==> config.mk <==
export PLATFORM = sky130hd
export DESIGN_NAME = mem_io_ctrl
export DESIGN_NICKNAME = d
export VERILOG_FILES = /design/src/rtl/mem_io_ctrl.sv
export SDC_FILE = /design/constraint.sdc
export NUM_CORES = 1
export LEC_CHECK = 0
export ABC_CLOCK_PERIOD_IN_PS = 5200
export CORE_MARGIN = 2
export CORE_UTILIZATION = 48
export CTS_CLUSTER_SIZE = 24
export DETAILED_ROUTE_END_ITERATION = 8
export PLACE_DENSITY = 0.8
export SYNTH_ARGS = -nofsm -noshare
export SYNTH_HDL_FRONTEND = slang
export SYNTH_SLANG_ARGS = --single-unit
==> constraint.sdc <==
create_clock -name Clk -period 5.2 [get_ports Clk]
set_clock_uncertainty 0.1 [all_clocks]
set_input_delay 0.78 -clock Clk [delete_from_list [all_inputs] [get_ports Clk]]
set_output_delay 0.78 -clock Clk [all_outputs]
set_load 0.02 [all_outputs]
==> src/rtl/mem_io_ctrl.sv <==
// Memory/IO sequencer for the eLC-3 MAR/MDR path: fixed wait-state access to async SRAM
// or to the memory-mapped keyboard/display registers, with a one-cycle ready pulse.
module mem_io_ctrl #(
  parameter int unsigned WAIT_CYCLES = 2,
  parameter logic [15:0] IO_BASE     = 16'hFE00
) (
  input  logic        Clk,
  input  logic        Reset,
  input  logic        MIO_EN,
  input  logic        R_W,
  input  logic [15:0] MAR,
  input  logic [15:0] MDR,
  output logic        R,
  output logic [15:0] MIO_Data,
  output logic [15:0] SRAM_ADDR,
  input  logic [15:0] SRAM_DQ_In,
  output logic [15:0] SRAM_DQ_Out,
  output logic        SRAM_DQ_OE,
  output logic        SRAM_CE_N,
  output logic        SRAM_OE_N,
  output logic        SRAM_WE_N,
  input  logic        KB_Valid,
  input  logic [7:0]  KB_Char,
  output logic        Disp_Valid,
  input  logic        Disp_Ready,
  output logic [7:0]  Disp_Char,
  output logic        KB_IRQ
);

  typedef enum logic [1:0] {IDLE, ACCESS, DONE} state_t;

  localparam logic [3:0]  LAST_CNT  = 4'(WAIT_CYCLES - 1);
  localparam logic [15:0] ADDR_KBSR = 16'hFE00;
  localparam logic [15:0] ADDR_KBDR = 16'hFE02;
  localparam logic [15:0] ADDR_DSR  = 16'hFE04;
  localparam logic [15:0] ADDR_DDR  = 16'hFE06;

  state_t      state_q, state_d;
  logic [3:0]  cnt_q, cnt_d;
  logic [15:0] addr_q, addr_d;
  logic [15:0] wdata_q, wdata_d;
  logic        rw_q, rw_d;
  logic        io_q, io_d;

  logic        r_q, r_d;
  logic [15:0] mio_data_q, mio_data_d;
  logic [15:0] sram_addr_q, sram_addr_d;
  logic [15:0] dq_out_q, dq_out_d;
  logic        dq_oe_q, dq_oe_d;
  logic        ce_n_q, ce_n_d;
  logic        oe_n_q, oe_n_d;
  logic        we_n_q, we_n_d;

  logic        kb_full_q, kb_full_d;
  logic        kb_ie_q, kb_ie_d;
  logic [7:0]  kbdr_q, kbdr_d;
  logic        disp_valid_q, disp_valid_d;
  logic [7:0]  disp_char_q, disp_char_d;
  logic        kb_irq_q, kb_irq_d;

  logic        access_last;
  logic        io_rd, io_wr, kb_clr, sram_go;
  logic [15:0] io_rdata;

  assign access_last = (state_q == ACCESS) && (cnt_q == LAST_CNT);
  assign io_rd       = access_last && io_q && !rw_q;
  assign io_wr       = access_last && io_q && rw_q;
  assign kb_clr      = io_rd && (addr_q == ADDR_KBDR);

  always_comb begin
    io_rdata = 16'h0000;
    case (addr_q)
      ADDR_KBSR: io_rdata = {kb_full_q, kb_ie_q, 14'b0};
      ADDR_KBDR: io_rdata = {8'b0, kbdr_q};
      ADDR_DSR:  io_rdata = {~disp_valid_q, 15'b0};
      ADDR_DDR:  io_rdata = {8'b0, disp_char_q};
      default:   io_rdata = 16'h0000;
    endcase
  end

  always_comb begin
    state_d = state_q;
    cnt_d   = cnt_q;
    addr_d  = addr_q;
    wdata_d = wdata_q;
    rw_d    = rw_q;
    io_d    = io_q;
    r_d     = 1'b0;
    case (state_q)
      IDLE: begin
        if (MIO_EN) begin
          state_d = ACCESS;
          cnt_d   = 4'd0;
          addr_d  = MAR;
          wdata_d = MDR;
          rw_d    = R_W;
          io_d    = (MAR >= IO_BASE);
        end
      end
      ACCESS: begin
        if (access_last) begin
          state_d = DONE;
          r_d     = 1'b1;
        end else begin
          cnt_d = cnt_q + 4'd1;
        end
      end
      DONE:    state_d = IDLE;
      default: state_d = IDLE;
    endcase
  end

  // SRAM pins are computed from the next state so the registered strobes are
  // asserted for exactly the clocks spent in ACCESS.
  always_comb begin
    sram_go     = (state_d == ACCESS) && !io_d;
    ce_n_d      = !sram_go;
    oe_n_d      = !(sram_go && !rw_d);
    we_n_d      = !(sram_go && rw_d);
    dq_oe_d     = sram_go && rw_d;
    sram_addr_d = sram_go ? addr_d : sram_addr_q;
    dq_out_d    = (sram_go && rw_d) ? wdata_d : dq_out_q;
    mio_data_d  = mio_data_q;
    if (access_last && !rw_q) begin
      mio_data_d = io_q ? io_rdata : SRAM_DQ_In;
    end
  end

  always_comb begin
    kb_full_d    = kb_full_q;
    kb_ie_d      = kb_ie_q;
    kbdr_d       = kbdr_q;
    disp_valid_d = disp_valid_q;
    disp_char_d  = disp_char_q;
    if (io_wr && (addr_q == ADDR_KBSR)) begin
      kb_ie_d = wdata_q[14];
    end
    if (kb_clr) begin
      kb_full_d = 1'b0;
    end
    // A char arriving on the same edge the KBDR read clears full is kept.
    if (KB_Valid && (!kb_full_q || kb_clr)) begin
      kbdr_d    = KB_Char;
      kb_full_d = 1'b1;
    end
    if (disp_valid_q && Disp_Ready) begin
      disp_valid_d = 1'b0;
    end
    if (io_wr && (addr_q == ADDR_DDR) && (!disp_valid_q || Disp_Ready)) begin
      disp_char_d  = wdata_q[7:0];
      disp_valid_d = 1'b1;
    end
    kb_irq_d = kb_full_d && kb_ie_d;
  end

  always_ff @(posedge Clk or posedge Reset) begin
    if (Reset) begin
      state_q      <= IDLE;
      cnt_q        <= 4'd0;
      addr_q       <= 16'h0000;
      wdata_q      <= 16'h0000;
      rw_q         <= 1'b0;
      io_q         <= 1'b0;
      r_q          <= 1'b0;
      mio_data_q   <= 16'h0000;
      sram_addr_q  <= 16'h0000;
      dq_out_q     <= 16'h0000;
      dq_oe_q      <= 1'b0;
      ce_n_q       <= 1'b1;
      oe_n_q       <= 1'b1;
      we_n_q       <= 1'b1;
      kb_full_q    <= 1'b0;
      kb_ie_q      <= 1'b0;
      kbdr_q       <= 8'h00;
      disp_valid_q <= 1'b0;
      disp_char_q  <= 8'h00;
      kb_irq_q     <= 1'b0;
    end else begin
      state_q      <= state_d;
      cnt_q        <= cnt_d;
      addr_q       <= addr_d;
      wdata_q      <= wdata_d;
      rw_q         <= rw_d;
      io_q         <= io_d;
      r_q          <= r_d;
      mio_data_q   <= mio_data_d;
      sram_addr_q  <= sram_addr_d;
      dq_out_q     <= dq_out_d;
      dq_oe_q      <= dq_oe_d;
      ce_n_q       <= ce_n_d;
      oe_n_q       <= oe_n_d;
      we_n_q       <= we_n_d;
      kb_full_q    <= kb_full_d;
      kb_ie_q      <= kb_ie_d;
      kbdr_q       <= kbdr_d;
      disp_valid_q <= disp_valid_d;
      disp_char_q  <= disp_char_d;
      kb_irq_q     <= kb_irq_d;
    end
  end

  assign R           = r_q;
  assign MIO_Data    = mio_data_q;
  assign SRAM_ADDR   = sram_addr_q;
  assign SRAM_DQ_Out = dq_out_q;
  assign SRAM_DQ_OE  = dq_oe_q;
  assign SRAM_CE_N   = ce_n_q;
  assign SRAM_OE_N   = oe_n_q;
  assign SRAM_WE_N   = we_n_q;
  assign Disp_Valid  = disp_valid_q;
  assign Disp_Char   = disp_char_q;
  assign KB_IRQ      = kb_irq_q;

endmodule
### Signal wires on met1

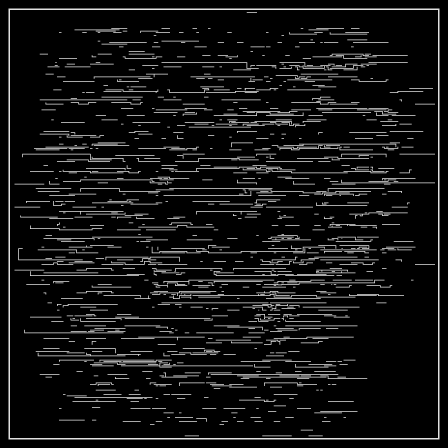
The layer holds 42% of the routed length. The wires run mostly horizontal. 470 nets have wire on it. The layer carries 4340 microns of wire.
GR Util met1: 0.271
vias: 3028
final WL: 10200 microns

### Signal wires on met2

The bar under the picture is 20 microns long.
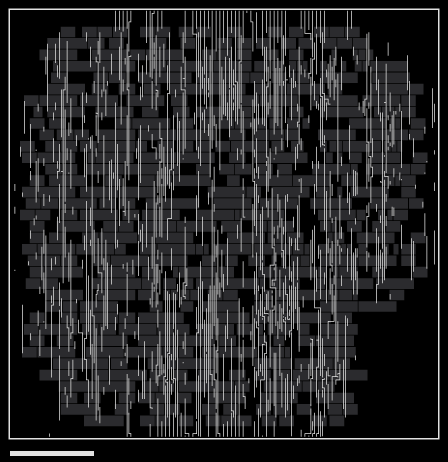
The layer holds 52% of the routed length. 479 nets have wire on it. The layer carries 5280 microns of wire. The longest straight run is 45.9 microns. The wires run mostly vertical.

==> results.py <==
# Generated from Yosys and OpenROAD reports
metrics = {
    "sta": {
        "min_period_ns": 3.08,
        "final_hold_viol_count": 0,
        "maxSlewViolCount": 0,
        "tightest_slew_ns": 0.990,
        "fmax_mhz": 324,
        "setup_violations": 0,
        "maxSlewHeadroom": 0.340,
        "fin_setup_tns_ns": 0,
        "timing.final.crit_share": 0.593,
        "rsz0062_at_grt": "no",
    },
    "floorplanning": {
        "die_w_microns": 102,
        "pin_count": 125,
        "core.rowCount": 35,
        "dieHeight_microns": 102,
        "fp_util": 0.497,
        "core_sq_um": 9240,
        "chipArea_sq_um": 10400,
    },
    "finish": {
        "post-route-cell-area_sq_um": 6520,
        "lay_top_cells": "clkdlybuf4s50_1, dfrtp_1, mux2_2, nand2_1, o21ai_0",
        "filler_cell_count": 662,
        "comb_area_sq_um": 1660,
        "antenna_cells": 0,
        "drive_gt1_frac": 0.254,
        "mostFrequentLayoutCell": "clkdlybuf4s50_1",
        "nets": 529,
        "syn2layout_area_growth_pct": 42.0,
        "seq_area_sq_um": 2830,
    },
    "global_route": {
        "grt_pass1_vias": 3424,
        "grt_pass1_wl_microns": 17100,
        "antenna_found_initial": 0,
        "overflow": 0,
        "grt.busiest_layer": "met2",
        "grt_max_degree": 84,
        "use_met2": 0.362,
        "grt_util_met3": 0.0683,
        "track_usage": 0.217,
    },
    "pwr": {
        "p_leak_nw": 2.85,
        "worst_ir_drop_vdd_v": 0.000422,
        "pwr_density_cell_nw_per_um2": 647,
    },
    "critical_path": {
        "r2r_cells": 6,
        "path_max_fanout": 34,
        "rrSetupSlack_ns": 2.12,
        "cp_slowest_cell": "or3_1",
        "required_ns": 5.48,
        "crit_path_start_kind": "flop",
        "cpPeakStageDelay_ns": 0.72,
        "critPathArrivalTime_ns": 3.37,
        "crit_chain": "inv_1 -> ha_1 -> or3b_4 -> or3_1 -> o41ai_4 -> mux2_2",
        "end_kind": "flop",
        "path_class": "flop to flop",
    },
    "synth": {
        "yosys_area_sq_um": 4590,
        "floorplan.nets": 398,
        "edf_count": 0,
        "yosysWarnings": 0,
        "synth_cells": 334,
        "synth_area_sq_um": 4590,
        "postSynthSeqShare": 0.617,
        "flop_cell": "dfrtp_1",
        "async_flop_share": 1.00,
        "synth_area_per_cell_sq_um": 13.7,
        "numSynthFlops": 113,
        "synth.distinct_cells": 37,
        "ys_cells": 334,
    },
    "min_path": {
        "worstHoldPathType": "flop to flop",
        "hold_path_depth": 2,
    },
    "drt": {
        "first_iter_violations": 111,
        "wl_per_cell_microns": 16.9,
        "antenna_left": 0,
        "drtPass1Iterations": 4,
        "post-route-drc-count": 0,
        "viasPerCell": 5.00,
    },
    "clock_tree": {
        "clk_path_buf_depth": 2,
        "clock_sinks": 113,
        "post-cts-setup-buffer-count": 0,
        "ctsHoldBuffers": 0,
        "clk_root_buffer_cell": "clkbuf_8",
        "ctsResizeCount": 0,
        "cts.clk_slew.worst_paths_ns": 0.06,
        "h-tree-depth": 4,
        "insertion_delay_ns": 0.50,
        "cts_buffers": 17,
        "cts_tree": "built",
    },
    "job": {
        "tool_warnings": 27,
        "cap_viol_max_count": 0,
    },
    "run_status": {
        "status": "finished, final reports clean",
    },
    "placement": {
        "gp_congestion": 0.758,
        "dp_hpwl_microns": 7200,
        "placed_area_sq_um": 5950,
        "portBuffers": 124,
    },
}
==> flip-flops by register name (all words and copies together) (netlist names), 2 cells and up <==
name / cells
SRAM_ADDR: 16
MIO_Data: 16
Disp_Char: 8
SRAM_DQ_Out: 16
kbdr_q: 8
cnt_q: 4
addr_q: 16
wdata_q: 16
state_q: 2
==> metal layers <==
layer  vias to the layer above  wire (microns)
met4                         0             127
met5                         -               0
met1                      1485            4340
li1                       1453               -
met3                        10             499
met2                        80            5280
==> final timing paths <==
path | startpoint | endpoint
max in group asynchronous | Reset | SRAM_CE_N
max | cnt_q[1] | kbdr_q[1]
min reg2reg | MIO_Data[12] | MIO_Data[12]
min in group asynchronous | Reset | SRAM_DQ_OE
max reg2reg | cnt_q[1] | kbdr_q[1]
min | MIO_Data[12] | MIO_Data[12]
==> where the power goes <==
group	leakage, nW	total [W]	switching [W]	internal [W]
clock network	0.272	0.00110	0.000418	0.000684
logic	1.21	0.00161	0.000756	0.000857
registers	1.37	0.00150	0.000237	0.00126
total	2.85	0.00421	0.00141	0.00280
==> synthesized netlist by cell type (2+ instances only) <==
master	n	area (sq um)
o31ai_1	2	15.0
dfrtp_1	110	2750
or3_1	2	12.5
nor4_1	2	12.5
dfstp_2	3	78.8
nand2b_1	5	31.3
nor2_1	5	18.8
mux2i_1	11	110
buf_1	4	15.0
or4_1	2	15.0
nor3b_1	2	15.0
o21ai_0	19	95.1
and4_1	2	17.5
mux2_2	80	901
nand2_1	29	109
and2_1	2	12.5
clkbuf_1	6	22.5
nand4_1	5	31.3
a2bb2oi_1	10	87.6
nand3_1	3	15.0
xor2_1	2	17.5
inv_1	10	37.5
buf_2	3	15.0
ha_1	2	25.0
==> metrics by stage <==
stage | setup WS (ns) | power [W] | util | instances | hold WS (ns)
after floorplan | 1.34 | 0.00247 | - | 334 | 0.368
after global placement | 1.65 | 0.00306 | 0.644 | 575 | 0.364
after detailed placement | 1.53 | 0.00313 | 0.644 | 575 | 0.371
after CTS | 2.07 | 0.00425 | 0.705 | 606 | 0.384
after global routing | 1.89 | 0.00447 | 0.705 | 606 | 0.394
final | 2.12 | 0.00421 | 0.705 | 606 | 0.379
==> kinds of logic after synthesis <==
logic type / count (synthesis) / share of synthesized area
compound gates: 36 / 0.0559
xor+xnor: 2 / 0.00382
fa+ha+maj: 2 / 0.00545
buf+inv: 25 / 0.0229
flops: 113 / 0.617
mux: 91 / 0.220
simple gates: 65 / 0.0747
==> final cells by class <==
| type | instances | share of cell area |
|---|---|---|
| Multi-Input combinational cell | 196 | 0.254 |
| Inverter | 11 | 0.00672 |
| Sequential cell | 113 | 0.434 |
| Clock buffer | 17 | 0.0635 |
| Timing Repair Buffer | 126 | 0.193 |
| Clock inverter | 14 | 0.0236 |
| Tap cell | 129 | 0.0248 |
==> critical path, delay by kind of cell, from the launching register on <==
kind	cells	cell delay, ns
AOI/OAI and AO/OA	1	0.71
adders and majority gates	1	0.14
buffers and inverters	1	0.07
DFF	1	0.41
muxes	1	0.41
and+or+nand+nor	2	1.12
No activity file was given, so power comes from the tool's default toggle rates.
